`config.mk`:
```
export PLATFORM = sky130hd
export DESIGN_NAME = ucounter_n
export DESIGN_NICKNAME = d
export VERILOG_FILES = /design/src/rtl/ucounter_pkg.sv /design/src/rtl/ucounter_prescaler.sv /design/src/rtl/ucounter_n.sv
export SDC_FILE = /design/constraint.sdc
export NUM_CORES = 1
export LEC_CHECK = 0
export CELL_PAD_IN_SITES_DETAIL_PLACEMENT = 0
export CELL_PAD_IN_SITES_GLOBAL_PLACEMENT = 1
export CORE_ASPECT_RATIO = 1.2
export CORE_MARGIN = 3
export CORE_UTILIZATION = 37
export CTS_BUF_LIST = sky130_fd_sc_hd__clkbuf_8 sky130_fd_sc_hd__clkbuf_16
export CTS_CLUSTER_SIZE = 40
export DETAILED_ROUTE_END_ITERATION = 8
export PLACE_DENSITY = 0.84
export SLEW_MARGIN = 5
export SYNTH_ARGS = -nofsm -noshare
export SYNTH_HDL_FRONTEND = slang
export SYNTH_SLANG_ARGS = --single-unit
```
`constraint.sdc`:
```
create_clock -name clk -period 4.1 [get_ports clk]
set_input_delay 0.82 -clock clk [delete_from_list [all_inputs] [get_ports clk]]
set_output_delay 0.82 -clock clk [all_outputs]
set_load 0.1 [all_outputs]
```
`src/rtl/ucounter_pkg.sv`:
```
// Shared definitions for the universal up/down counter family.
// Mode encoding plus small helpers that classify terminal-count behaviour.
package ucounter_pkg;

  typedef enum logic [1:0] {
    MODE_WRAP    = 2'd0,
    MODE_STOP    = 2'd1,
    MODE_RELOAD  = 2'd2,
    MODE_ONESHOT = 2'd3
  } mode_t;

  // Modes that stop the counter after a terminal event.
  function automatic logic mode_halts(input mode_t m);
    return (m == MODE_STOP) || (m == MODE_ONESHOT);
  endfunction

  // Modes that restore reload_reg on a terminal event.
  function automatic logic mode_reloads(input mode_t m);
    return (m == MODE_RELOAD) || (m == MODE_ONESHOT);
  endfunction

endpackage

```
`src/rtl/ucounter_prescaler.sv`:
```
// Clock-enable divider: tick once every (prescale+1) enabled cycles.
// The >= compare lets a shrinking divisor take effect on the next enabled cycle.
module ucounter_prescaler #(
  parameter int PRESCALE_W = 4
) (
  input  logic                  clk,
  input  logic                  _areset,
  input  logic                  clear,
  input  logic                  enable,
  input  logic [PRESCALE_W-1:0] prescale,
  output logic                  tick
);

  logic [PRESCALE_W-1:0] pcnt;

  assign tick = enable && (pcnt >= prescale);

  always_ff @(posedge clk) begin
    if (_areset)     pcnt <= '0;
    else if (clear)  pcnt <= '0;
    else if (tick)   pcnt <= '0;
    else if (enable) pcnt <= pcnt + PRESCALE_W'(1);
  end

endmodule

```
`src/rtl/ucounter_n.sv`:
```
// Parametrised universal up/down counter/timer with prescaler, four
// terminal-count modes, sticky overflow, compare-match and cascade carry.
module ucounter_n
  import ucounter_pkg::*;
#(
  parameter int               WIDTH      = 8,
  parameter int               PRESCALE_W = 4,
  parameter logic [WIDTH-1:0] RESET_VAL  = '0
) (
  input  logic                  clk,
  input  logic                  _areset,
  input  logic                  _aset,
  input  logic                  _load,
  input  logic [WIDTH-1:0]      preld_val,
  input  logic                  _updown,
  input  logic [1:0]            mode,
  input  logic                  carry_in,
  input  logic                  start,
  input  logic [PRESCALE_W-1:0] prescale,
  input  logic [WIDTH-1:0]      compare_val,
  input  logic                  clr_ovf,
  output logic [WIDTH-1:0]      dcount,
  output logic                  carry_out,
  output logic                  overflow,
  output logic                  ovf_sticky,
  output logic                  match,
  output logic                  running
);

  logic             tick;
  logic             terminal;
  logic             sync_wr;
  logic             term_evt;
  logic             halt;
  mode_t            mode_q;
  logic [WIDTH-1:0] reload_reg;
  logic [WIDTH-1:0] step_val;
  logic [WIDTH-1:0] next_val;

  assign mode_q   = mode_t'(mode);
  assign sync_wr  = _aset | _load;
  assign terminal = _updown ? (dcount == '1) : (dcount == '0);
  assign carry_out = tick && terminal;
  // Set/load override the step, so they also suppress the terminal event.
  assign term_evt = tick && terminal && !sync_wr;

  ucounter_prescaler #(
    .PRESCALE_W (PRESCALE_W)
  ) u_presc (
    .clk      (clk),
    ._areset  (_areset),
    .clear    (sync_wr),
    .enable   (carry_in && running),
    .prescale (prescale),
    .tick     (tick)
  );

  always_comb begin
    step_val = _updown ? dcount + WIDTH'(1) : dcount - WIDTH'(1);
    next_val = step_val;
    halt     = 1'b0;
    if (terminal) begin
      // WRAP falls out of modulo arithmetic; STOP holds the terminal value.
      if (mode_reloads(mode_q))      next_val = reload_reg;
      else if (mode_q == MODE_STOP)  next_val = dcount;
      halt = mode_halts(mode_q);
    end
  end

  always_ff @(posedge clk) begin
    if (_areset) begin
      dcount     <= RESET_VAL;
      reload_reg <= RESET_VAL;
      overflow   <= 1'b0;
      ovf_sticky <= 1'b0;
      match      <= 1'b0;
      running    <= 1'b1;
    end else begin
      overflow <= 1'b0;
      match    <= 1'b0;
      if (_aset) begin
        dcount <= '1;
      end else if (_load) begin
        dcount     <= preld_val;
        reload_reg <= preld_val;
      end else begin
        if (start) running <= 1'b1;
        if (tick) begin
          dcount   <= next_val;
          overflow <= terminal;
          match    <= (next_val == compare_val);
          if (halt) running <= 1'b0;
        end
      end
      if (term_evt)     ovf_sticky <= 1'b1;
      else if (clr_ovf) ovf_sticky <= 1'b0;
    end
  end

endmodule

```
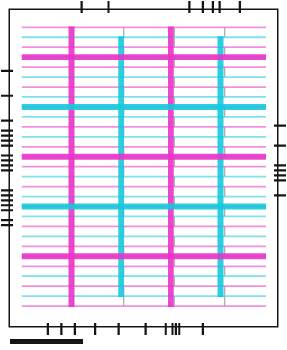
*Power grid*
Bar = 20 microns. Pins as bars on the die edge. Tap cells in grey.
Key: magenta = VSS; cyan = VDD
60 tap cells. 29 met1 rails follow the rows. 43 signal pins sit on the boundary.

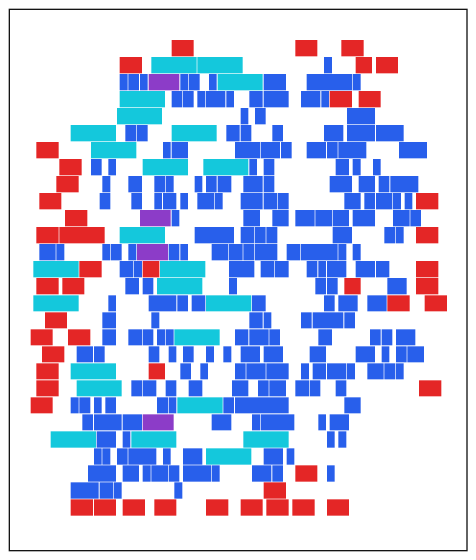
*Cells coloured by class*
Key: blue = all other logic [cells 227]; cyan = flip-flops [cells 24]; purple = clock drivers and dummy loads [cells 4]; red = other buffers and delay cells [cells 46]
Seq area share: 0.1898
core area: 5080 sq um
utilization after layout: 0.4983
fin area: 2531 sq um
Rows: 28

==> out/results.ini <==
[setup_path]
cpPeakStageDelay_ns = 0.40
required_ns = 3.28
path_buffers = 2
cp_max_fo = 5
path_cells = clkdlybuf4s50_1 > ha_1 > nand2b_1 > a21o_1 > a21o_1 > a21oi_1 > or2_2 > nor2_1 > buf_12
cp.arrival_ns = 2.72
worst_r2r_path_depth = 8
crit_family = AND-OR/OR-AND gates
reg2reg_slack_ns = 1.35
cp_slowest_cell = clkdlybuf4s50_1
crit_type = in2out
crit_top_cell = a21o_1
r2r_start = dcount[1]
critPathCaptureType = output port
r2r-end = match
startpoint_type = input pin

[placement]
portBuffers = 42
gp_congestion = 0.8805
dp_hpwl_mm = 4.719

[synth]
yosys_area_sq_um = 1989
ys_types = 60
async_flop_share = 0
synthMuxAreaShare = 0.01698
synth_nets = 304
synth-main-ff-cell = dfxtp_1
ys_warn_count = 0
ys_sh_xor = 0.04843
yosys_cells = 262
synth_flop_count = 24
synth-edff-count = 0
yosys.stat.seqShare = 0.2415
syn_avg_cell_area_sq_um = 7.593
synthSimpleGateAreaFrac = 0.3101
netlist_area_sq_um = 1989
adder_share = 0.07925
syn_inst = 262
yosys.area_share.aoi = 0.2585
top_logic_kind = simple AND/OR/NAND/NOR gates

[pwr]
p_clk_frac = 0.226
power_frac_comb = 0.408
switching_share = 0.3710
p_sw_uw = 263.2
p_leak_uw = 0.0009770
power.density_nw_per_um2 = 280.3
pwr-share-seq = 0.366
peakVddDrop_mv = 0.1943
p_int_uw = 446.2

[hold_path]
worstHoldStart = reload_reg[5]
whs_path_depth = 2
holdPathEnd = reload_reg[5]
hp-class = reg2reg

[final_timing]
setup-tns-final_ns = 0
report.final.slew_viol_count = 0
tightestPinTransition_ns = 0.9708
hold_viol_final = 0
whs_ns = 0.4597
skew_ns = 0.008274
period_used_share = 0.8644
fmax_ghz = 0.2822
slew_headroom = 0.3508
period_needed_ns = 3.544
finalSetupViolCount = 0
rsz0062_at_grt = no

[layout]
nNetsFinal = 344
area_growth_pct = 27.23
n_antenna_cell = 0
drive_gt1_frac = 0.09302
fillers = 512

[floorplan]
die_y_microns = 86.33
fp_util = 0.3916
chip_area_sq_um = 6296
die_w_microns = 72.94
io_pins = 43

[drt]
vias = 2058
post-route-drc-count = 0
first_iter_violations = 167
wl_met3_microns = 250
route.antenna.remaining_nets = 0
avgRoutedWirePerCell_microns = 16.29
routed.top_layer = met4
first_pass_iters = 4
wl_met1_mm = 2.641
routed-wl-met2_mm = 2.829
wirelength_mm = 5.880
post_drt_via_cell_ratio = 5.701

[global_routing]
grt_overflow = 0
met3_usage = 0.01160
use_met2 = 0.3235
grt_first_pass_wirelength_mm = 9.556
antenna_found_initial = 0
globalRouteTotalUtil = 0.1919
grt.busiest_layer = met2
gr-usage-met1 = 0.2530
grt_pass1_vias = 1973
grt_max_degree = 20

[cts]
clockBufferDepth = 2
clk_pin_slew_ns = 0.09
numCtsBuffers = 3
cts-resized-gates = 0
cts_max_level = 1
cts-root-buf = clkbuf_8
clkLatencyLatePin_ns = 0.27
clock-sinks = 24
cts_tree = built
cts_hold_buf = 0
post_cts_buffers = 0

[flow_run]
tool_warnings = 26
maxCapViolCount = 0

[outcome]
status = finished clean

[power groups by stage]
stage / clock network [uW] / logic [uW] / registers (uW)
after floorplan: 0 / 157 / 303
after global placement: 0 / 288 / 265
after detailed placement: 0 / 288 / 265
after CTS: 163 / 289 / 259
after global routing: 170 / 314 / 261
final: 160 / 290 / 259
[synthesized netlist by cell type (2+ instances only)]
master,number,share of area
ha_1,11,0.069
a211o_1,2,0.0088
clkbuf_1,8,0.015
a221oi_1,2,0.0088
a21oi_1,29,0.073
a31oi_1,2,0.0063
o211ai_1,3,0.011
nor2b_1,3,0.0094
nand2b_1,5,0.016
a311oi_1,3,0.013
nor2_1,24,0.045
dfxtp_1,24,0.24
a21o_1,7,0.026
nand4_1,2,0.0063
buf_1,2,0.0038
nor3_1,10,0.025
or3_1,4,0.013
nor4_1,2,0.0063
nand4b_1,2,0.0088
inv_1,11,0.021
nand2_1,29,0.055
xor2_1,6,0.026
a211oi_1,2,0.0075
nand3_1,15,0.038
or2_2,3,0.0094
o21ai_0,5,0.013
xnor2_1,5,0.022
mux2i_1,2,0.010
or4_4,2,0.011
o22ai_1,4,0.013
o31ai_1,2,0.0075
nand3b_1,3,0.011
[how the worst max path moves through the flow]
stage,from,end,slack (ns),depth (start not counted)
after floorplan,prescale[0],carry_out,0.06,8
after global placement,_updown,match,0.39,10
after detailed placement,_updown,match,0.34,10
after CTS,prescale[0],carry_out,0.54,9
after global routing,_updown,match,0.39,10
final,prescale[0],carry_out,0.56,9
[placed cells by master (no fill, tap or decap), types with 2 or more instances in the layout]
cell type	netlist	layout
a211oi_1	2	2
nand2_1	29	29
nand3b_1	3	3
nand4b_1	2	2
xor2_1	6	6
nor2_1	24	24
a221oi_1	2	2
nor4_1	2	2
nand3_1	15	15
a21oi_1	29	29
a311oi_1	3	3
o211ai_1	3	3
clkdlybuf4s50_1	0	41
dfxtp_1	24	24
o22ai_1	4	4
ha_1	11	11
or3_1	4	4
nand4_1	2	2
nor2b_1	3	3
buf_4	0	4
a21o_1	7	7
o21ai_0	5	5
nand2b_1	5	5
clkbuf_8	0	4
a31oi_1	2	2
xnor2_1	5	5
or2_2	3	3
a211o_1	2	2
or4_4	2	2
o31ai_1	2	2
mux2i_1	2	2
nor3_1	10	10
inv_1	11	11
[per-stage QoR]
step,power (uW),setup WS [ns],utilization,area [sq um],cells
2_1_floorplan,460.4,0.06401,-,1989,262
3_3_place_gp,552.5,0.3932,0.4874,2476,357
3_5_place_dp,552.3,0.3386,0.4874,2476,357
4_1_cts,711.3,0.5417,0.4983,2531,361
5_1_grt,745.7,0.3937,0.4983,2531,361
6_report,709.4,0.5559,0.4983,2531,361
[layout make-up]
cell class | instances | area [sq um] | share of cell area
repair buffers | 46 | 460.4 | 0.1819
flip-flops and latches | 24 | 480.5 | 0.1898
inverters | 11 | 41.29 | 0.01631
multi-input cells | 216 | 1419 | 0.5606
clock buffers | 4 | 55.05 | 0.02175
well taps | 60 | 75.07 | 0.02966
[worst min-delay path, cell delays in order, from the launching register on]
cell	delay (ns)
dfxtp_1	0.32
nand2_1	0.05
a21oi_1	0.05
Power is estimated from default activity; no workload was simulated.
